### M3 wires, run 1

The bar under the picture is 200 um long.
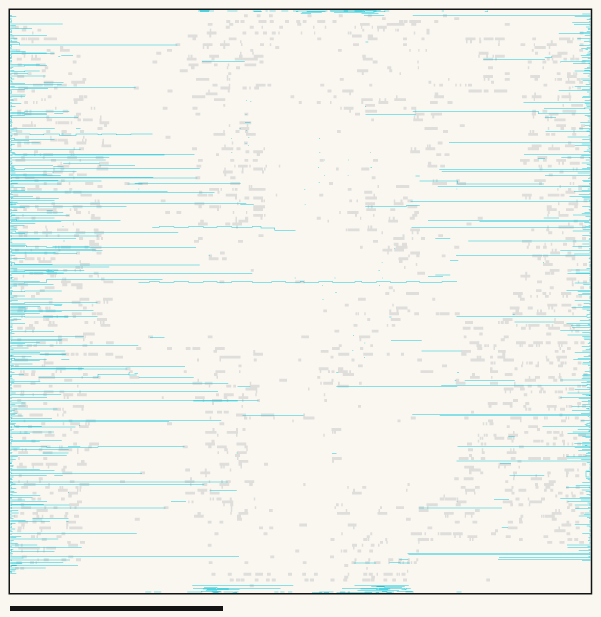
### Met1 routing, run 1

The bar under the picture is 200 um long.
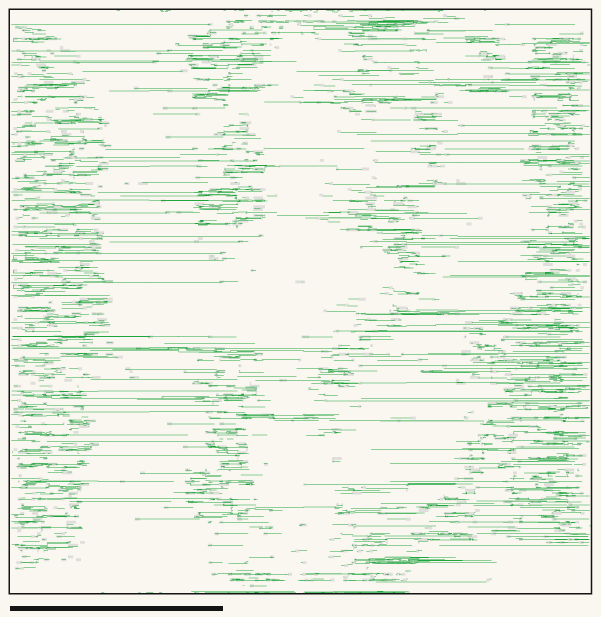
### Met4 routing, run 1

The bar under the picture is 200 um long.
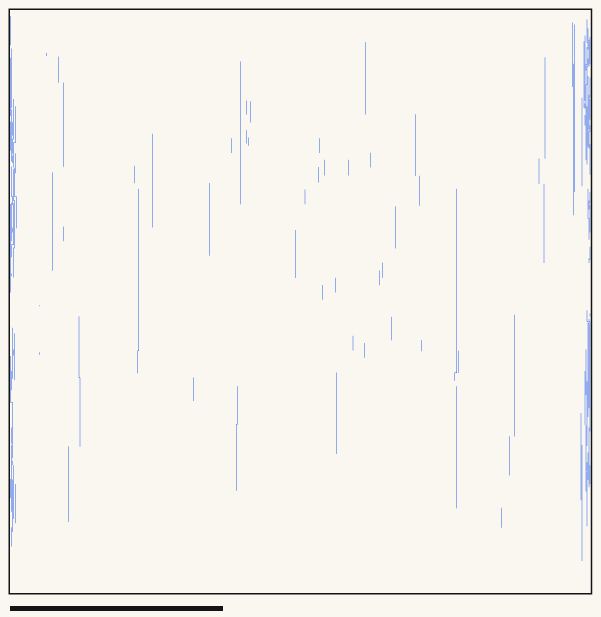
[src/rtl/l1_mmu_arbiter.sv]
// Grant-locked arbiter sharing the single l1mmu line port between the iCache and the dCache.
// One transaction in flight; a saturating counter keeps iCache fills from starving the dCache.
module l1_mmu_arbiter #(
  parameter int ADDR_W       = 32,
  parameter int LINE_W       = 256,
  parameter int STARVE_LIMIT = 4
) (
  input  logic              sys_clk,
  input  logic              rst_n,
  input  logic              ic_req_read,
  input  logic [ADDR_W-1:0] ic_req_addr,
  output logic              ic_done,
  output logic [LINE_W-1:0] ic_read_data,
  input  logic              dc_req_read,
  input  logic              dc_req_write,
  input  logic [ADDR_W-1:0] dc_req_addr,
  input  logic [LINE_W-1:0] dc_write_data,
  output logic              dc_done,
  output logic [LINE_W-1:0] dc_read_data,
  output logic              mmu_req_read,
  output logic              mmu_req_write,
  output logic [ADDR_W-1:0] mmu_req_addr,
  output logic [LINE_W-1:0] mmu_write_data,
  input  logic              mmu_done,
  input  logic [LINE_W-1:0] mmu_read_data
);

  typedef enum logic [1:0] {
    ST_IDLE    = 2'd0,
    ST_BUSY_I  = 2'd1,
    ST_BUSY_D  = 2'd2,
    ST_RELEASE = 2'd3
  } state_e;

  localparam logic [3:0] STARVE_MAX = 4'(STARVE_LIMIT);

  state_e              state_q, state_d;
  logic [3:0]          starve_q, starve_d;
  logic                req_read_q, req_read_d;
  logic                req_write_q, req_write_d;
  logic [ADDR_W-1:0]   addr_q, addr_d;
  logic [LINE_W-1:0]   wdata_q, wdata_d;
  logic                dc_pend_s;
  logic                grant_d_s;
  logic                grant_i_s;

  // Arbitration and transaction sequencing; requests are only looked at in IDLE.
  always_comb begin
    state_d     = state_q;
    starve_d    = starve_q;
    req_read_d  = req_read_q;
    req_write_d = req_write_q;
    addr_d      = addr_q;
    wdata_d     = wdata_q;
    dc_pend_s   = dc_req_read | dc_req_write;
    grant_d_s   = dc_pend_s & (~ic_req_read | (starve_q >= STARVE_MAX));
    grant_i_s   = ~grant_d_s & ic_req_read;
    case (state_q)
      ST_IDLE: begin
        if (grant_d_s) begin
          state_d     = ST_BUSY_D;
          addr_d      = dc_req_addr;
          wdata_d     = dc_write_data;
          req_write_d = dc_req_write;
          req_read_d  = ~dc_req_write;
          starve_d    = 4'd0;
        end else if (grant_i_s) begin
          state_d     = ST_BUSY_I;
          addr_d      = ic_req_addr;
          req_read_d  = 1'b1;
          req_write_d = 1'b0;
          // Count only grants that made a waiting dCache stand aside; saturate, never wrap.
          if (dc_pend_s) begin
            starve_d = (starve_q < STARVE_MAX) ? (starve_q + 4'd1) : starve_q;
          end else begin
            starve_d = 4'd0;
          end
        end else begin
          starve_d = 4'd0;
        end
      end
      ST_BUSY_I, ST_BUSY_D: begin
        if (mmu_done) begin
          state_d     = ST_RELEASE;
          req_read_d  = 1'b0;
          req_write_d = 1'b0;
        end else begin
          state_d = state_q;
        end
      end
      ST_RELEASE: begin
        state_d = ST_IDLE;
      end
      default: begin
        state_d     = ST_IDLE;
        req_read_d  = 1'b0;
        req_write_d = 1'b0;
      end
    endcase
  end

  // State and request registers; async reset drops any in-flight transaction.
  always_ff @(posedge sys_clk or negedge rst_n) begin
    if (!rst_n) begin
      state_q     <= ST_IDLE;
      starve_q    <= 4'd0;
      req_read_q  <= 1'b0;
      req_write_q <= 1'b0;
      addr_q      <= '0;
      wdata_q     <= '0;
    end else begin
      state_q     <= state_d;
      starve_q    <= starve_d;
      req_read_q  <= req_read_d;
      req_write_q <= req_write_d;
      addr_q      <= addr_d;
      wdata_q     <= wdata_d;
    end
  end

  assign mmu_req_read   = req_read_q;
  assign mmu_req_write  = req_write_q;
  assign mmu_req_addr   = addr_q;
  assign mmu_write_data = wdata_q;

  // Completion is forwarded in the mmu_done cycle, and only to the current owner.
  assign ic_done      = (state_q == ST_BUSY_I) & mmu_done;
  assign dc_done      = (state_q == ST_BUSY_D) & mmu_done;
  assign ic_read_data = mmu_read_data;
  assign dc_read_data = mmu_read_data;

endmodule

[config.mk]
export PLATFORM = sky130hd
export DESIGN_NAME = l1_mmu_arbiter
export DESIGN_NICKNAME = d
export VERILOG_FILES = /design/src/rtl/l1_mmu_arbiter.sv
export SDC_FILE = /design/constraint.sdc
export NUM_CORES = 1
export LEC_CHECK = 0
export ABC_AREA = 1
export CAP_MARGIN = 25
export CELL_PAD_IN_SITES_DETAIL_PLACEMENT = 0
export CELL_PAD_IN_SITES_GLOBAL_PLACEMENT = 1
export CORE_AREA = 3 3 543 545
export CTS_CLUSTER_SIZE = 14
export DETAILED_ROUTE_END_ITERATION = 12
export DIE_AREA = 0 0 546 548
export PLACE_DENSITY_LB_ADDON = 0.1
export SKIP_CTS_REPAIR_TIMING = 1
export SYNTH_ARGS = -nofsm -noshare
export SYNTH_HDL_FRONTEND = slang
export SYNTH_SLANG_ARGS = --single-unit
[constraint.sdc]
create_clock -name sys_clk -period 2.24 [get_ports sys_clk]
set_input_delay 0.448 -clock sys_clk [delete_from_list [all_inputs] [get_ports sys_clk]]
set_output_delay 0.448 -clock sys_clk [all_outputs]
set_load 0.02 [all_outputs]
==> flow_summary.ini, run 1 <==
; flow metrics
[outcome]
status = finished, final reports clean

[critical_path]
path_buffers = 1
r2r-start = state_q[1]$_DFFE_PN0P_
reg2reg_slack_ns = 0.20
path_depth = 1
reg2reg_to = mmu_write_data[250]$_DFFE_PN0P_
crit_type = reg2out
crit_family = buffers and inverters
critPathMaxFanout = 2
path_cells = clkdlybuf4s50_1
critPathMaxStageDelay_ns = 0.64
crit_path_start_kind = flop
cp.arrival_ns = 1.69

[global_route]
grt_pass1_wl_mm = 169
overflow = 0
track_usage_pct = 8.57
grt_max_degree = 83

[power_and_ir_drop]
vdd_drop_max_v = 0.000629
p_leak_nw = 12.4
p_per_area_nw_per_um2 = 1430

[clock_tree]
root_buffer = clkbuf_16
cts_sinks = 296
htreeDepth = 2

[yosys]
ys_chip_area_um2 = 16400
syn_area_um2 = 16400
ys_seq_share_pct = 45.3
avgSynthCellArea_um2 = 8.47
synth_cells = 1932
ys_warn_count = 0

[job]
warnings = 29

[die]
die_height_um = 548
fp_util_pct = 5.63
num_rows = 198
io-pin-count = 1386

[hold_path]
hold_class = in2async

[sta]
tns_ns = 0
tightest_slew_ns = 0.673
fmax_ghz = 0.468
finClkSkew_ns = 0.0338
rsz0062_at_grt = false
slew_viol_final = 0

[placement]
placed_cells = 5940
pre_cts_slack_ns = -0.110
hpwl_mm = 107

[final_layout]
final_core_util_pct = 9.11

[drt]
drt-initial-drc-count = 413
About 'M3 wires':
wire length on this layer: 19800 um
nets with wire on the layer: 661
share of all routed wire: 15%
main direction: horizontal
M3 GR Usage: 5.41%
via count: 13254
WL final: 132 mm

About 'Met1 routing':
nets with wire on the layer: 2186
share of all routed wire: 38%
Global Route met1 Usage: 9.49%

About 'Met4 routing':
share of all routed wire: 4.1%
main direction: vertical
nets with wire on the layer: 91

==> run 1: registers in the layout (all words and copies together) (netlist names) <==
register / flops
mmu_write_data: 256
starve_q: 4
state_q: 2
mmu_req_read: 1
mmu_req_write: 1
mmu_req_addr: 32
==> run 1: final cells by class <==
class | count | area [um2]
diodes | 4 | 10.0
clock buffers | 83 | 1630
clock inverters | 19 | 268
fillers | 33729 | 264000
inverters | 45 | 181
multi-input cells | 978 | 4330
flip-flops and latches | 296 | 7410
well taps | 3900 | 4880
repair buffers | 723 | 7760
==> run 1: synth_stat cells <==
library cell,count,area [um2]
nand3_1,38,190
buf_2,27,135
nor2_8,1,20.0
ha_1,5,62.6
nand3b_1,32,240
nand4_1,2,12.5
clkbuf_1,35,131
buf_4,519,3900
nor2_1,3,11.3
a21oi_1,4,20.0
buf_12,1,20.0
buf_6,23,259
inv_1,43,161
nand2_8,3,60.1
inv_2,2,7.51
or2_2,1,6.26
dfrtp_1,296,7410
nand2_2,1,6.26
nand2_1,629,2360
o21ai_0,163,816
buf_8,2,30.0
o21ai_1,94,470
xnor2_1,1,8.76
buf_1,6,22.5
nor2_4,1,11.3
==> run 1: per-layer routing <==
metal / GRT usage (%) / wire [um] / vias to the layer above
li1: - / - / 5919
met1: 9.49 / 50200 / 6125
met2: 13.2 / 56700 / 892
met3: 5.41 / 19800 / 306
met4: 3.25 / 5470 / 12
met5: 0 / 76 / -
==> run 1: worst min path at each step <==
stage	depth (start not counted)	endpoint	from	slack (ns)
4_1_cts	1	mmu_write_data[142]$_DFFE_PN0P_	rst_n	-0.42
2_1_floorplan	0	mmu_req_addr[0]$_DFFE_PN0P_	rst_n	0.15
3_3_place_gp	1	mmu_write_data[141]$_DFFE_PN0P_	rst_n	0.41
6_report	2	mmu_write_data[142]$_DFFE_PN0P_	rst_n	0.25
5_1_grt	2	mmu_write_data[142]$_DFFE_PN0P_	rst_n	0.23
3_5_place_dp	1	mmu_write_data[142]$_DFFE_PN0P_	rst_n	0.41
==> run 1: per-stage QoR <==
step	area [um2]	total power, mW	hold slack (ns)
6_report	26500	38.0	0.249
5_1_grt	26500	41.6	0.230
4_1_cts	26000	40.4	-0.415
3_5_place_dp	24100	30.2	0.409
3_3_place_gp	24100	30.5	0.406
2_1_floorplan	16400	18.3	0.152
==> run 1: kinds of logic (layout without fill, tap and decap cells) <==
kind of cell | Yosys count | in the layout | synth area share (%)
fa+ha+maj | 5 | 5 | 0.382
compound gates | 261 | 261 | 7.98
flops | 296 | 296 | 45.3
xor+xnor | 1 | 1 | 0.0535
simple gates | 711 | 711 | 17.8
buf+inv | 658 | 870 | 28.5
other cells | 0 | 4 | 0
==> run 1: power breakdown <==
part / leakage, nW / internal (mW) / switching [mW]
clock network: 0.939 / 5.68 / 3.65
registers: 3.66 / 7.95 / 1.78
logic: 7.75 / 6.84 / 12.1
total: 12.4 / 20.5 / 17.5
==> inputs of run 2 (changes only) <==
- SKIP_CTS_REPAIR_TIMING: 1 -> default
### M2 wires, run 2

The bar under the picture is 200 um long.
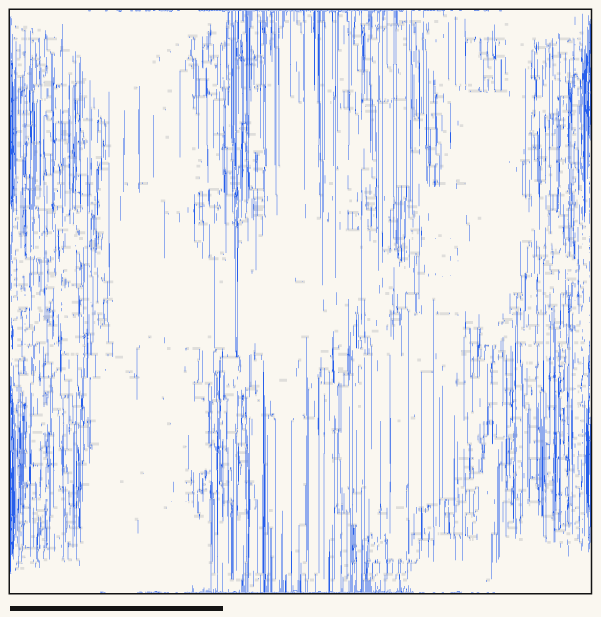
longest straight run: 261 um
share of all routed wire: 43%
via count: 13264
GR Util met2: 13.2%
WL final: 132 mm

==> run 2 against run 1 <==
  * Synthesized area did not move
  * Critical path depth unchanged
  * Via count barely moved
  * Maximum frequency rose by 0.92%
  * Hold slack got worse by 0.0013 ns
  * Combinational power shrank 5%
  * Highest routed layer unchanged
==> flow_summary.ini, run 2 <==
; flow metrics
[global_route]
grt_pass1_wl_mm = 169
grt_max_degree = 83
overflow = 0
track_usage_pct = 8.58

[die]
fp_util_pct = 5.63
num_rows = 198
die_height_um = 548
fp.coreArea_um2 = 291000
io-pin-count = 1386

[sta]
slew_viol_final = 0
setup_violations = 0
fmax_ghz = 0.472
finClkSkew_ns = 0.0340
post-route-period-util_pct = 94.5
tightest_slew_ns = 0.603
rsz0062_at_grt = false

[yosys]
syn_area_um2 = 16400
ys_warn_count = 0
avgSynthCellArea_um2 = 8.47
ys.flop_type = dfrtp_1
most_common_cell = nand2_1
ys_chip_area_um2 = 16400
largest_area_cell = dfrtp_1
common_cells = 629 x nand2_1, 519 x buf_4, 296 x dfrtp_1, 163 x o21ai_0, 94 x o21ai_1
edf_count = 0
synth_top_area_share_pct = 45.3
ys_seq_share_pct = 45.3
yosys_cells = 1932
synth_cells = 1932
synthArstFlopShare_pct = 100
synthTopCellsByArea = dfrtp_1 45%, buf_4 24%, nand2_1 14%

[power_and_ir_drop]
power_frac_seq_pct = 26.2
vdd_drop_max_v = 0.000629
power.total_mw = 37.1
sw_frac_of_total_pct = 47.4
clkPwrFrac_pct = 25.1
p_per_area_nw_per_um2 = 1440
p_leak_nw = 10.7
intPower_mw = 19.5
p_switching_mw = 17.6
comb_power_share_pct = 48.6

[critical_path]
critPathMaxFanout = 2
cp.arrival_ns = 1.67
reg2reg_slack_ns = 0.20
crit_family = buffers and inverters
path_cells = clkdlybuf4s50_1
crit_type = reg2out
critPathMaxStageDelay_ns = 0.66
crit_path_start_kind = flop
path_buffers = 1

[final_layout]
seq_area_um2 = 7410
combGateArea_um2 = 4340
design_area_um2 = 25800
largest_reg_flops = 256
final_core_util_pct = 8.88
fillers = 33818

[placement]
dpl-instance-area_um2 = 24100
pre_cts_slack_ns = -0.110
place_congestion = 0.661
hpwl_mm = 107
placed_cells = 5940

[clock_tree]
clock_latency_ns = 0.69
root_buffer = clkbuf_16
cts_sinks = 296
htreeDepth = 2

[drt]
post-route-drc-count = 0
drt-initial-drc-count = 401

[job]
warnings = 30

[outcome]
status = finished, final reports clean

[hold_path]
hold_class = in2async
-- run 2: cell counts after synthesis --
Identical to the previous run, type by type.
-- run 2: kinds of logic (layout without fill, tap and decap cells) --
logic type | Yosys count | in the layout | synth area share (%)
adder cells (fa/ha/maj) | 5 | 5 | 0.382
flip-flops | 296 | 296 | 45.3
AND-OR/OR-AND | 261 | 261 | 7.98
AND/OR/NAND/NOR | 711 | 711 | 17.8
XOR/XNOR | 1 | 1 | 0.0535
other | 0 | 2 | 0
buffers and inverters | 658 | 870 | 28.5
-- run 2: final cells by class --
| cell class | count | share of cell area, % |
|---|---|---|
| flip-flops and latches | 296 | 28.7 |
| repair buffers | 723 | 27.5 |
| well taps | 3900 | 18.9 |
| multi-input cells | 978 | 16.8 |
| clock buffers | 83 | 6.32 |
| clock inverters | 19 | 1.04 |
| inverters | 45 | 0.703 |
| diodes | 2 | 0.0194 |
-- run 2: routing by layer --
metal,track usage (%),share of wire (%),vias up
met1,9.46,39,6149
met3,5.47,14,303
met4,3.25,4.1,12
met2,13.2,43,888
met5,0,0.062,-
li1,-,-,5912
-- run 2: what timing repair did --
item | 4_1_cts | 5_1_grt
buffers inserted | 1 | 0
setup endpoints to repair | 208 | 1
pin swaps | 1 | 0
hold buffers | 1 | 0
endpoints found under the hold margin | 25 | 0
resized | 251 | 1
-- run 2: path summary, 6_finish.rpt --
path,start,to,cells after the start
max in group asynchronous,rst_n,mmu_req_addr[4]$_DFFE_PN0P_,3
setup / recovery,mmu_write_data[30]$_DFFE_PN0P_,mmu_write_data[30],1
hold / removal,rst_n,mmu_write_data[142]$_DFFE_PN0P_,2
min in group sys_clk,dc_write_data[141],mmu_write_data[141]$_DFFE_PN0P_,3
setup reg to reg,state_q[0]$_DFFE_PN0P_,mmu_write_data[250]$_DFFE_PN0P_,8
hold reg to reg,mmu_req_addr[2]$_DFFE_PN0P_,mmu_req_addr[2]$_DFFE_PN0P_,2
-- run 2: per-stage QoR --
stage               hold WS, ns  TNS [ns]
global route              0.218         0
detailed placement        0.409    -0.684
CTS                       0.173   -0.0126
finish                    0.248         0
global placement          0.406    -0.726
floorplan                 0.152         0
-- run 2: power groups by stage --
stage                     clock [mW]  combinational, mW  sequential (mW)
final                           9.32               18.0             9.72
after detailed placement           0               20.3             9.99
after global placement             0               20.4             10.0
after CTS                       10.1               19.2             9.97
after global routing            10.1               20.3             10.2
after floorplan                    0               6.00             12.3
Power is estimated from default activity; no workload was simulated.
